--- config.mk ---
export PLATFORM = sky130hd
export DESIGN_NAME = gamepad_port_ctrl
export DESIGN_NICKNAME = d
export VERILOG_FILES = /design/src/rtl/gamepad_port_ctrl.sv
export SDC_FILE = /design/constraint.sdc
export NUM_CORES = 1
export LEC_CHECK = 0
export CORE_ASPECT_RATIO = 0.75
export CORE_MARGIN = 5
export CORE_UTILIZATION = 45
export CTS_BUF_LIST = sky130_fd_sc_hd__clkbuf_4 sky130_fd_sc_hd__clkbuf_8 sky130_fd_sc_hd__clkbuf_16
export DETAILED_ROUTE_END_ITERATION = 8
export SETUP_SLACK_MARGIN = 0.5
export SLEW_MARGIN = 20
export SYNTH_ARGS = -nofsm -noshare
export SYNTH_HDL_FRONTEND = slang
export SYNTH_SLANG_ARGS = --single-unit
--- constraint.sdc ---
create_clock -name clk -period 4.9 [get_ports clk]
set_input_delay 0.98 -clock clk [delete_from_list [all_inputs] [get_ports clk]]
set_output_delay 0.98 -clock clk [all_outputs]
set_load 0.1 [all_outputs]
--- src/rtl/gamepad_port_ctrl.sv ---
// Polls two NES-style serial pads on a free-running schedule and serves committed button bytes to CPU port reads.
// Reads are answered combinationally every cycle; hold registers only change at the single-cycle COMMIT, so reads are never torn.
module gamepad_port_ctrl #(
  parameter int unsigned CLK_DIV       = 4,
  parameter int unsigned POLL_INTERVAL = 1000,
  parameter logic [3:0]  PORT_GP1      = 4'd1,
  parameter logic [3:0]  PORT_GP2      = 4'd2,
  parameter logic [3:0]  PORT_STAT     = 4'd3
) (
  input  logic       clk,
  input  logic       reset,
  input  logic [3:0] port_sel,
  input  logic       port_rd,
  output logic [7:0] port_data,
  output logic       port_oe,
  output logic       gp_latch,
  output logic       gp_clk,
  input  logic       gp1_data,
  input  logic       gp2_data,
  output logic       busy
);

  localparam int unsigned DIV_W = (CLK_DIV > 1) ? $clog2(CLK_DIV) : 1;
  localparam int unsigned TMR_W = $clog2(POLL_INTERVAL);
  localparam logic [DIV_W-1:0] DIV_LAST = DIV_W'(CLK_DIV - 1);
  localparam logic [TMR_W-1:0] TMR_LAST = TMR_W'(POLL_INTERVAL - 1);

  typedef enum logic [2:0] {
    ST_IDLE   = 3'd0,
    ST_LATCH  = 3'd1,
    ST_LOW    = 3'd2,
    ST_HIGH   = 3'd3,
    ST_COMMIT = 3'd4
  } state_t;

  state_t             state_q, state_d;
  logic [TMR_W-1:0]   timer_q, timer_d;
  logic [DIV_W-1:0]   div_q, div_d;
  logic [2:0]         idx_q, idx_d;
  logic [7:0]         shadow1_q, shadow1_d;
  logic [7:0]         shadow2_q, shadow2_d;
  logic [7:0]         hold1_q, hold1_d;
  logic [7:0]         hold2_q, hold2_d;
  logic [1:0]         changed_q, changed_d;
  logic               gp_latch_q, gp_latch_d;
  logic               gp_clk_q, gp_clk_d;
  logic               phase_end;

  assign phase_end = (div_q == DIV_LAST);

  always_comb begin
    state_d    = state_q;
    timer_d    = timer_q;
    div_d      = div_q;
    idx_d      = idx_q;
    shadow1_d  = shadow1_q;
    shadow2_d  = shadow2_q;
    hold1_d    = hold1_q;
    hold2_d    = hold2_q;
    changed_d  = changed_q;

    case (state_q)
      ST_IDLE: begin
        if (timer_q == TMR_LAST) begin
          timer_d = '0;
          idx_d   = 3'd0;
          div_d   = '0;
          state_d = ST_LATCH;
        end else begin
          timer_d = timer_q + 1'b1;
        end
      end
      ST_LATCH: begin
        if (phase_end) begin
          div_d   = '0;
          state_d = ST_LOW;
        end else begin
          div_d = div_q + 1'b1;
        end
      end
      ST_LOW: begin
        if (phase_end) begin
          // Pins are active-low; store 1 = pressed.
          shadow1_d[idx_q] = ~gp1_data;
          shadow2_d[idx_q] = ~gp2_data;
          div_d            = '0;
          if (idx_q == 3'd7) begin
            state_d = ST_COMMIT;
          end else begin
            idx_d   = idx_q + 3'd1;
            state_d = ST_HIGH;
          end
        end else begin
          div_d = div_q + 1'b1;
        end
      end
      ST_HIGH: begin
        if (phase_end) begin
          div_d   = '0;
          state_d = ST_LOW;
        end else begin
          div_d = div_q + 1'b1;
        end
      end
      ST_COMMIT: begin
        hold1_d = shadow1_q;
        hold2_d = shadow2_q;
        state_d = ST_IDLE;
      end
      default: state_d = ST_IDLE;
    endcase

    // Read-clear is applied first so a same-cycle COMMIT set overrides it.
    if (port_rd && (port_sel == PORT_GP1)) changed_d[0] = 1'b0;
    if (port_rd && (port_sel == PORT_GP2)) changed_d[1] = 1'b0;
    if (state_q == ST_COMMIT) begin
      if (shadow1_q != hold1_q) changed_d[0] = 1'b1;
      if (shadow2_q != hold2_q) changed_d[1] = 1'b1;
    end

    gp_latch_d = (state_d == ST_LATCH);
    gp_clk_d   = (state_d == ST_HIGH);
  end

  always_ff @(posedge clk) begin
    if (reset) begin
      state_q    <= ST_IDLE;
      timer_q    <= '0;
      div_q      <= '0;
      idx_q      <= 3'd0;
      shadow1_q  <= 8'h00;
      shadow2_q  <= 8'h00;
      hold1_q    <= 8'h00;
      hold2_q    <= 8'h00;
      changed_q  <= 2'b00;
      gp_latch_q <= 1'b0;
      gp_clk_q   <= 1'b0;
    end else begin
      state_q    <= state_d;
      timer_q    <= timer_d;
      div_q      <= div_d;
      idx_q      <= idx_d;
      shadow1_q  <= shadow1_d;
      shadow2_q  <= shadow2_d;
      hold1_q    <= hold1_d;
      hold2_q    <= hold2_d;
      changed_q  <= changed_d;
      gp_latch_q <= gp_latch_d;
      gp_clk_q   <= gp_clk_d;
    end
  end

  assign gp_latch = gp_latch_q;
  assign gp_clk   = gp_clk_q;
  assign busy     = (state_q != ST_IDLE);

  always_comb begin
    port_oe   = 1'b0;
    port_data = 8'h00;
    if (port_rd) begin
      if (port_sel == PORT_GP1) begin
        port_oe   = 1'b1;
        port_data = hold1_q;
      end else if (port_sel == PORT_GP2) begin
        port_oe   = 1'b1;
        port_data = hold2_q;
      end else if (port_sel == PORT_STAT) begin
        port_oe   = 1'b1;
        port_data = {5'b0, busy, changed_q};
      end
    end
  end

endmodule
==> images/final_congestion.png <==
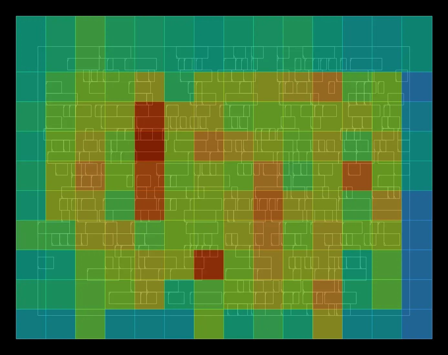
Global Route met2 Usage: 0.221
met1 Resource Use GR: 0.238
GR peak layer: met1
GR Util met3: 0.0352

==> images/drive_strength.png <==
Bar = 20 um.
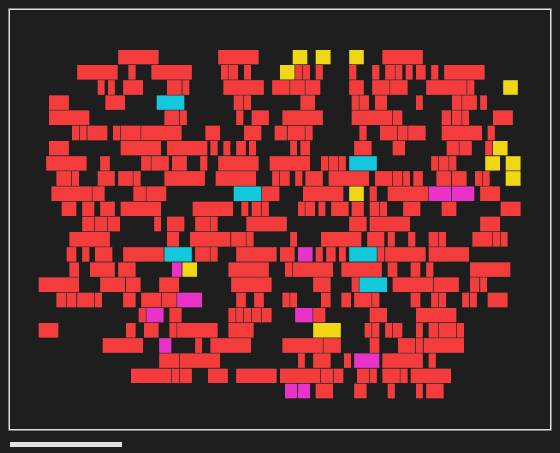
Key: magenta = drive 2 [cells 11, share 3.4%]; red = drive 1 or less [cells 291, share 91%]; yellow = drive 3 to 4 [cells 12, share 3.8%]; cyan = drive 6 and up [cells 6, share 1.9%]

==> images/zoom.png <==
Bar = 10 um. Region (28, 3) to (68, 43) um. Cells in gray, sequential cells in the stronger gray; small squares are vias.
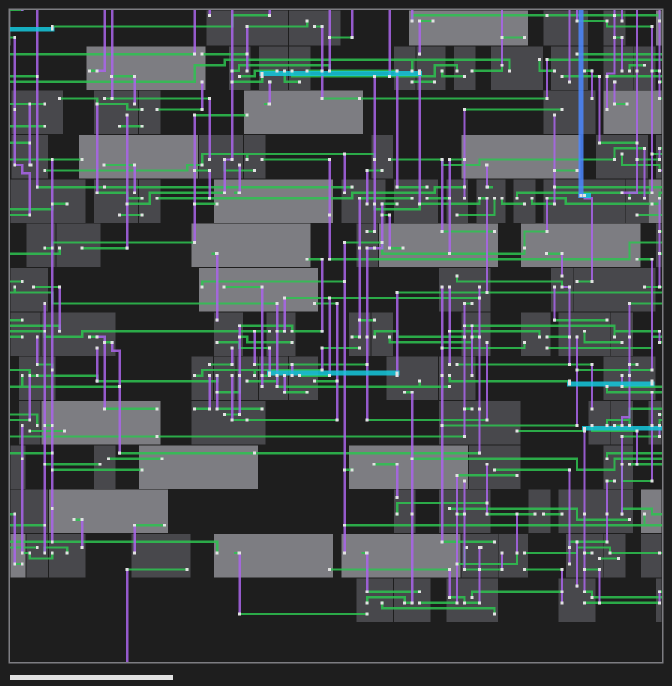
Key: cyan = met3; green = met1; purple = met2; blue = met4
Sequential cells in the window: 16. Netlist names of flops here include timer_q (4), div_q (2), hold2_q (2). Most frequent: dfxtp_1 (16), nand2_1 (15), nor2_1 (12). 100 logic cells have their middle in the window.

==> impl_metrics.py <==
# Flow results
metrics = {
    "status": {
        "status": "completed",
    },
    "critical_path": {
        "critical_path_peak_fanout": 9,
        "endpoint_kind": "output port",
        "r2r_cells": 4,
        "crit_arrival_ps": 2760,
        "critPathKind": "in -> out",
    },
    "die": {
        "fp_util": 0.470,
        "ios": 21,
    },
    "clock_network": {
        "cts_buffers": 5,
        "path_clk_slew_ps": 100,
        "cts_max_level": 2,
        "clock_sinks": 54,
        "cts_root_buf": "clkbuf_8",
        "cts_resized": 0,
        "post-cts-setup-buffer-count": 0,
    },
    "timing": {
        "setup_viol": 0,
        "max_freq_mhz": 267,
        "slew_violations": 0,
        "grt_setup_unrepaired": "no",
        "tightest_slew_ps": 969,
        "skew_ps": 5.46,
        "finalHoldViolCount": 0,
    },
    "pwr": {
        "sw_frac_of_total": 0.235,
        "p_int_mw": 0.567,
        "clockPowerShare": 0.357,
        "ir_drop_mv": 0.116,
    },
    "synth": {
        "ys_area_um2": 2540,
        "syn_nets": 318,
        "synthCells": 305,
        "syn_area_per_cell_um2": 8.33,
    },
    "global_routing": {
        "track_usage": 0.157,
        "grt_pass1_vias": 1817,
        "grt_pass1_wl_um": 9190,
    },
    "layout": {
        "final_util": 0.525,
        "antennaDiodeCount": 0,
        "drive_above_1_share": 0.0906,
    },
    "placement": {
        "gp_congestion": 0.786,
    },
    "hold_path": {
        "hold_class": "reg -> reg",
        "worstHoldPathCells": 2,
    },
    "detailed_routing": {
        "viasPerCell": 5.18,
        "wire_per_inst_um": 13.9,
        "detail-route-antenna-nets": 0,
        "dr_total_vias": 2046,
        "drc": 0,
    },
}
[power groups by stage]
| stage | registers (mW) | logic (mW) | clock network, mW |
|---|---|---|---|
| after floorplan | 0.452 | 0.0221 | 0 |
| after global placement | 0.453 | 0.0338 | 0 |
| after detailed placement | 0.453 | 0.0342 | 0 |
| after CTS | 0.443 | 0.0343 | 0.269 |
| after global routing | 0.443 | 0.0375 | 0.287 |
| final | 0.443 | 0.0341 | 0.265 |
[cell type report]
cell class	count	area, um^2	share of cell area
Timing Repair Buffer	21	185	0.0653
Tap cell	75	93.8	0.0331
Inverter	10	37.5	0.0132
Sequential cell	54	1080	0.381
Clock buffer	6	82.6	0.0291
Clock inverter	2	12.5	0.00441
Multi-Input combinational cell	227	1350	0.474
[registers in the layout, summed over array words and instances, names as in the netlist, 3 cells and up]
register   cells
timer_q       10
hold1_q        8
hold2_q        8
shadow1_q      8
shadow2_q      8
idx_q          3
state_q        3
[cells by family (layout without fill, tap and decap cells)]
family,count (synthesis),in the layout,synth area share
AND-OR/OR-AND,60,60,0.148
XOR/XNOR,24,24,0.0827
adder cells (fa/ha/maj),4,4,0.0197
buffers and inverters,24,39,0.0453
flip-flops,54,54,0.425
multiplexers,6,6,0.0246
AND/OR/NAND/NOR,133,133,0.254
[critical path: stages]
cell	delay [ps]
clkdlybuf4s50_1	590
nor2b_1	560
a22oi_1	200
nor2_1	130
buf_4	300
[placed cells by master (no fill, tap or decap), types with 8 or more instances in the layout]
cell type        instances
inv_1                   10
a21oi_1                 25
dfxtp_1                 54
a211oi_1                12
a22oi_1                  9
nor2_1                  42
nand2_1                 45
buf_4                   10
clkdlybuf4s50_1         11
nand3_1                  8
xnor2_1                 23
[metrics by stage]
step                      total power [mW]  instances  hold slack (ps)  worst slack (ps)  cell area [um^2]
after floorplan                      0.474        305              447              1200              2540
after global placement               0.487        387              461              1200              2740
after detailed placement             0.487        387              466              1170              2740
after CTS                            0.746        395              480              1170              2840
after global routing                 0.768        395              512              1060              2840
final                                0.742        395              479              1160              2840
[Yosys cell counts, drive strengths merged]
library cell	count	area, um^2
dfxtp	54	1080
nor3	4	20.0
nor4bb	1	10.0
nand4b	1	8.76
and2	2	13.8
mux2i	4	40.0
or3b	1	8.76
ha	4	50.1
o21bai	1	7.51
clkbuf	12	55.1
xnor2	23	201
mux2	2	22.5
or4b	1	13.8
nand4	5	31.3
a22oi	9	67.6
o21ai	6	30.0
or2	1	6.26
and4b	1	10.0
and4bb	1	12.5
nand2	45	169
nand2b	2	15.0
nand3	8	40.0
inv	10	37.5
nor2	44	170
nor4	3	25.0
a211oi	12	90.1
o31ai	1	7.51
a221o	1	10.0
buf	2	22.5
and4	1	8.76
xor2	1	8.76
and3	3	18.8
a21oi	25	125
and3b	3	26.3
a31oi	2	12.5
nor2b	6	37.5
a211o	2	17.5
a311oi	1	8.76
[per-layer routing]
layer / GRT usage / wire (um)
met1: 0.238 / 3100
met2: 0.221 / 2160
met3: 0.0352 / 197
met4: 0.0467 / 35
met5: 0 / 0
Power is estimated from default activity; no workload was simulated.
